**Signal wires on met2**

Bar = 50 um.
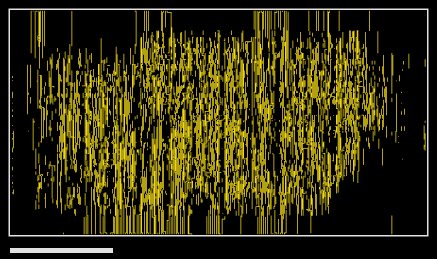
**Congestion heat map**

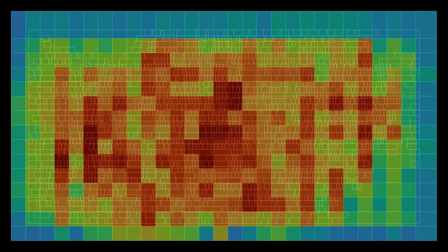
**Selected gate families**

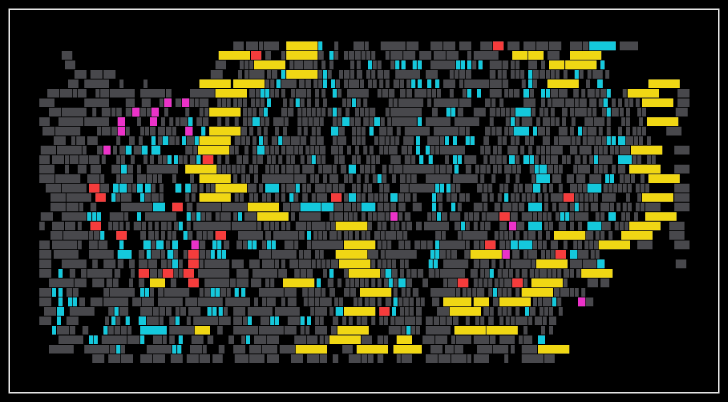
**Where the registers sit**

Bar = 50 um.
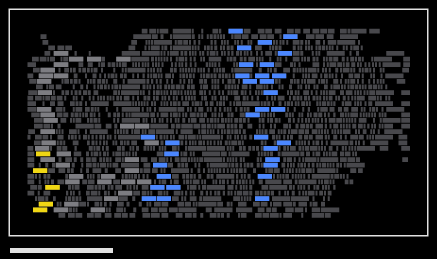
`src/rtl/jump_exec_unit_pkg.sv`:
```
// rtl/jump_exec_unit_pkg.sv - shared jump encodings, state type and constants
//
// Purpose: jump_control encodings (`JAL / `JALR), FSM state type and the link
// offset shared by jump_exec_unit and jump_target_calc.
// Ports: none (package).

`ifndef JUMP_EXEC_UNIT_DEFS
`define JUMP_EXEC_UNIT_DEFS
`define JAL  2'b01
`define JALR 2'b10
`endif

package jump_exec_unit_pkg;

  localparam logic [31:0] LINK_OFFSET = 32'd4;

  typedef enum logic [1:0] {
    IDLE = 2'd0,
    BUSY = 2'd1,
    TRAP = 2'd2
  } jump_state_t;

  // Any encoding other than JAL/JALR is a no-op that is accepted and dropped.
  function automatic logic is_jump(input logic [1:0] ctrl);
    return (ctrl == `JAL) || (ctrl == `JALR);
  endfunction

endpackage

```
`src/rtl/jump_target_calc.sv`:
```
// rtl/jump_target_calc.sv - combinational jump target and link computation
//
// Purpose: computes the jump target (JAL: pc + sext(imm[20:0]);
// JALR: (rs1 + sext(imm[11:0])) with bit 0 cleared) and the link pc + 4.
// All arithmetic wraps modulo 2^XLEN.
// Ports:
//   pc, rs1_val, imm, jump_control : decoded jump operands
//   target, link                   : computed addresses
//   misaligned                     : target bit 1 set (JUMP_ALIGN_CHECK_EN only)
// Config macro: JUMP_ALIGN_CHECK_EN adds the misaligned output.

module jump_target_calc
  import jump_exec_unit_pkg::*;
#(
  parameter int XLEN = 32
) (
  input  logic [XLEN-1:0] pc,
  input  logic [XLEN-1:0] rs1_val,
  input  logic [20:0]     imm,
  input  logic [1:0]      jump_control,
  output logic [XLEN-1:0] target,
`ifdef JUMP_ALIGN_CHECK_EN
  output logic            misaligned,
`endif
  output logic [XLEN-1:0] link
);

  logic [XLEN-1:0] jal_target;
  logic [XLEN-1:0] jalr_sum;

  assign jal_target = pc + {{(XLEN-21){imm[20]}}, imm};
  assign jalr_sum   = rs1_val + {{(XLEN-12){imm[11]}}, imm[11:0]};

  always_comb begin
    target = jal_target;
    if (jump_control == `JALR) begin
      target = {jalr_sum[XLEN-1:1], 1'b0};
    end
  end

  assign link = pc + LINK_OFFSET;

`ifdef JUMP_ALIGN_CHECK_EN
  assign misaligned = target[1];
`endif

endmodule

```
`src/rtl/jump_exec_unit.sv`:
```
// rtl/jump_exec_unit.sv - execute-stage jump unit with redirect and link writeback
//
// Purpose: accepts one decoded JAL/JALR at a time, registers the fetch
// redirect and the link writeback, and releases each on its own handshake.
// Ports:
//   clk, rst (sync, active-high)
//   in_valid/in_ready, pc, rs1_val, rd, imm, jump_control : jump input
//   flush                                                  : pipeline kill
//   redirect_valid/redirect_ack, redirect_pc               : fetch redirect
//   wb_valid/wb_ready, wb_rd, wb_data                      : link writeback
//   exc_valid, exc_tval                                    : misaligned target
// Config macro: JUMP_ALIGN_CHECK_EN enables the alignment trap and exc_* ports.

module jump_exec_unit
  import jump_exec_unit_pkg::*;
#(
  parameter int XLEN = 32
) (
  input  logic            clk,
  input  logic            rst,
  input  logic            in_valid,
  output logic            in_ready,
  input  logic [XLEN-1:0] pc,
  input  logic [XLEN-1:0] rs1_val,
  input  logic [4:0]      rd,
  input  logic [20:0]     imm,
  input  logic [1:0]      jump_control,
  input  logic            flush,
  output logic            redirect_valid,
  output logic [XLEN-1:0] redirect_pc,
  input  logic            redirect_ack,
  output logic            wb_valid,
  output logic [4:0]      wb_rd,
  output logic [XLEN-1:0] wb_data,
`ifdef JUMP_ALIGN_CHECK_EN
  output logic            exc_valid,
  output logic [XLEN-1:0] exc_tval,
`endif
  input  logic            wb_ready
);

  jump_state_t     state_q, state_d;
  logic            redirect_valid_q, redirect_valid_d;
  logic [XLEN-1:0] redirect_pc_q, redirect_pc_d;
  logic            wb_valid_q, wb_valid_d;
  logic [4:0]      wb_rd_q, wb_rd_d;
  logic [XLEN-1:0] wb_data_q, wb_data_d;

  logic [XLEN-1:0] target;
  logic [XLEN-1:0] link;
  logic            accept;

`ifdef JUMP_ALIGN_CHECK_EN
  logic            misaligned;
  logic            exc_valid_q, exc_valid_d;
  logic [XLEN-1:0] exc_tval_q, exc_tval_d;
`endif

  jump_target_calc #(.XLEN(XLEN)) u_calc (
    .pc           (pc),
    .rs1_val      (rs1_val),
    .imm          (imm),
    .jump_control (jump_control),
    .target       (target),
`ifdef JUMP_ALIGN_CHECK_EN
    .misaligned   (misaligned),
`endif
    .link         (link)
  );

  assign in_ready = (state_q == IDLE) && !rst && !flush;
  assign accept   = in_valid && in_ready;

  always_comb begin
    state_d          = state_q;
    redirect_valid_d = redirect_valid_q;
    redirect_pc_d    = redirect_pc_q;
    wb_valid_d       = wb_valid_q;
    wb_rd_d          = wb_rd_q;
    wb_data_d        = wb_data_q;
`ifdef JUMP_ALIGN_CHECK_EN
    exc_valid_d      = exc_valid_q;
    exc_tval_d       = exc_tval_q;
`endif

    case (state_q)
      IDLE: begin
        if (accept && is_jump(jump_control)) begin
`ifdef JUMP_ALIGN_CHECK_EN
          if (misaligned) begin
            state_d     = TRAP;
            exc_valid_d = 1'b1;
            exc_tval_d  = target;
          end else begin
`endif
            state_d          = BUSY;
            redirect_valid_d = 1'b1;
            redirect_pc_d    = target;
            wb_valid_d       = (rd != 5'd0);
            wb_rd_d          = rd;
            wb_data_d        = link;
`ifdef JUMP_ALIGN_CHECK_EN
          end
`endif
        end
      end
      BUSY: begin
        if (redirect_valid_q && redirect_ack) redirect_valid_d = 1'b0;
        if (wb_valid_q && wb_ready)           wb_valid_d       = 1'b0;
        if (!redirect_valid_d && !wb_valid_d) state_d          = IDLE;
      end
      default: begin
        // TRAP holds until the trap handler flushes the pipeline.
        state_d = state_q;
      end
    endcase

    // Flush wins over any accept or handshake in the same cycle; payload
    // registers keep their last value.
    if (flush) begin
      state_d          = IDLE;
      redirect_valid_d = 1'b0;
      wb_valid_d       = 1'b0;
`ifdef JUMP_ALIGN_CHECK_EN
      exc_valid_d      = 1'b0;
`endif
    end
  end

  always_ff @(posedge clk) begin
    if (rst) begin
      state_q          <= IDLE;
      redirect_valid_q <= 1'b0;
      redirect_pc_q    <= '0;
      wb_valid_q       <= 1'b0;
      wb_rd_q          <= '0;
      wb_data_q        <= '0;
`ifdef JUMP_ALIGN_CHECK_EN
      exc_valid_q      <= 1'b0;
      exc_tval_q       <= '0;
`endif
    end else begin
      state_q          <= state_d;
      redirect_valid_q <= redirect_valid_d;
      redirect_pc_q    <= redirect_pc_d;
      wb_valid_q       <= wb_valid_d;
      wb_rd_q          <= wb_rd_d;
      wb_data_q        <= wb_data_d;
`ifdef JUMP_ALIGN_CHECK_EN
      exc_valid_q      <= exc_valid_d;
      exc_tval_q       <= exc_tval_d;
`endif
    end
  end

  assign redirect_valid = redirect_valid_q;
  assign redirect_pc    = redirect_pc_q;
  assign wb_valid       = wb_valid_q;
  assign wb_rd          = wb_rd_q;
  assign wb_data        = wb_data_q;
`ifdef JUMP_ALIGN_CHECK_EN
  assign exc_valid      = exc_valid_q;
  assign exc_tval       = exc_tval_q;
`endif

endmodule
```
`config.mk`:
```
export PLATFORM = sky130hd
export DESIGN_NAME = jump_exec_unit
export DESIGN_NICKNAME = d
export VERILOG_FILES = /design/src/rtl/jump_exec_unit_pkg.sv /design/src/rtl/jump_target_calc.sv /design/src/rtl/jump_exec_unit.sv
export SDC_FILE = /design/constraint.sdc
export NUM_CORES = 1
export LEC_CHECK = 0
export ABC_AREA = 1
export CORE_ASPECT_RATIO = 0.5
export CORE_MARGIN = 8
export CORE_UTILIZATION = 48
export CTS_CLUSTER_DIAMETER = 150
export DETAILED_ROUTE_END_ITERATION = 8
export GPL_TIMING_DRIVEN = 0
export PLACE_DENSITY = 0.83
export SYNTH_ARGS = -nofsm -noshare
export SYNTH_HDL_FRONTEND = slang
export SYNTH_SLANG_ARGS = --single-unit
```
`constraint.sdc`:
```
create_clock -name clk -period 1.95 [get_ports clk]
set_clock_uncertainty 0.1 [all_clocks]
set_input_delay 0.195 -clock clk [delete_from_list [all_inputs] [get_ports clk]]
set_output_delay 0.195 -clock clk [all_outputs]
set_load 0.01 [all_outputs]
```
==> run notes <==
The switching part of the total power was 0.3975. The chip occupies 0.02226 mm2. The critical path buffer and inverter count is 2. The run gives 0.4866 as the core utilization at floorplan. The first detailed-routing pass took 6 iterations. After synthesis, the most frequently instantiated cells are nand2_1, inv_1, nor2_1. According to the timing report, the arrival time at the worst endpoint equals 2040 ps.

The run gives 9633 as the via count of the first global-routing pass. The placement summary gives the final routability congestion estimate as 0.9913. OpenSTA, run right after detailed placement, puts the worst setup slack at -1503 ps.

The terminus of the critical flop-to-flop path is redirect_pc[5]. For this run, the chip area from Yosys synthesis comes to 0.008404 mm2. The Yosys warning count was 0. The peak per-stage delay on the critical path works out to 380 ps. Instance area after placement: 0.01038 mm2. The tools report the clock latency of the later-clocked register in the worst-skew pair as 350 ps. Cell area after layout: 0.01207 mm2. By instance count after routing, the leading logic cell types are nand2_1, inv_1, nor2_1, nand3_1, clkdlybuf4s50_1.

The analysis reports a worst IR drop on VDD of 0.0004179 V. Per the repair_timing log after CTS, setup buffers inserted total 7. The tools report the multi-input logic cell count as 1160. The top cell type by total area after synthesis was nand2_1.

The area growth from synthesis to layout is 43.58%. Each instance of the synthesized netlist takes up on average 5.360 um2. The report lists the cells along the critical path as dlygate4sd2_1 -> ha_4 -> fa_2 -> nand3_1 -> nand3_2 -> nand3_2 -> nand3_4 -> o21ai_2 -> o21ai_2 -> o21ai_0 -> inv_1. Of all power groups, the one with the highest power is combinational cells.

Proportion of register bits with asynchronous set or reset after synthesis: 0. The end point of the critical path is redirect_pc[12]. The sequential share of the synthesized area was 0.1715. The clock share of power came out at 0.298. The gate family responsible for the most delay along the worst path was adder cells.

Per the synth stats, the flop cell with the highest instance count is dfxtp_1. Per the layout area report, the combinational gate area comes to 0.006890 mm2. The cell depth of the worst hold path is 2, and the net count reported at finish is 1931.

The total routing usage reported by global routing is 0.2731, and the highest clock frequency the design can meet is 0.5268 GHz. The sum of negative setup slack was 0 ps; the area fraction of clock buffers and clock inverters was 0.02561. The simple-gate area share of the yosys netlist was 0.4529. The run gives 0 for the post-cts hold buffer count. In this run the top signal layer used is met4. For the part of the total power dissipated in combinational logic, the log shows 0.440. The tools report the number of levels in the clock H-tree as 3.

The number of max-slew violations in the final report is 0. The synth_stat.txt file lists the number of cells as 1568. Non-clock buffers in the final layout number 216. The setup check on the worst reg-to-reg path leaves a slack of 180 ps. The most common cell after layout, fill and taps aside is nand2_1.

For the final sequential cell count, the log shows 72. The largest non-sequential cell family by area was simple AND/OR/NAND/NOR gates. In this run, synthesis produced a sequential element count of 72. The flow ran to the end, and the final reports show no timing, DRC or antenna violations. Per STA, the startpoint of the critical path is pc[0]. Synthesis instantiated 37 different standard cells from the library. Looking at hold timing, the worst path starts from pc[2]. The worst register-to-register path depth is 6. No sink is reached through more buffers than the 2 on the longest clock path. The share of the synthesized area in the top cell type works out to 0.2363. The busiest metal layer after global routing was met2. Counting every instance in the synthesized netlist gives 1568. The register fraction of the total cell area was 0.1195. The logic share of the area came out at 0.5710. The met1 layer wirelength in the final routing came out at 13990 um.
Notes on 'signal wires on met2' above:
nets with wire on the layer: 1544
wire length on this layer: 14500 um
share of all routed wire: 45%
longest straight run: 48.3 um
met2 layer usage reported by global route: 0.4533
vias after detailed routing: 10690
Total Wirelength: 32360 um

Notes on 'congestion heat map' above:
average detailed-routed wire length per instance: 16.12 um
global-route track usage on met3: 0.05353

Notes on 'selected gate families' above:
legend:
  red:
    family: XOR/XNOR gates
    cells: 23
  cyan:
    family: NOR gates
    cells: 223
    where: widely spread
  magenta:
    family: AND and OR gates
    cells: 14
  yellow:
    family: adder and majority cells
    cells: 65
    where: widely spread

Notes on 'where the registers sit' above:
legend:
  yellow:
    name_in_the_netlist: wb_rd
    flops: 5
    where: south-west
  blue:
    name_in_the_netlist: redirect_pc
    flops: 32
not coloured: 35

Power figures rest on the tool's default switching activity, not on a simulated workload.
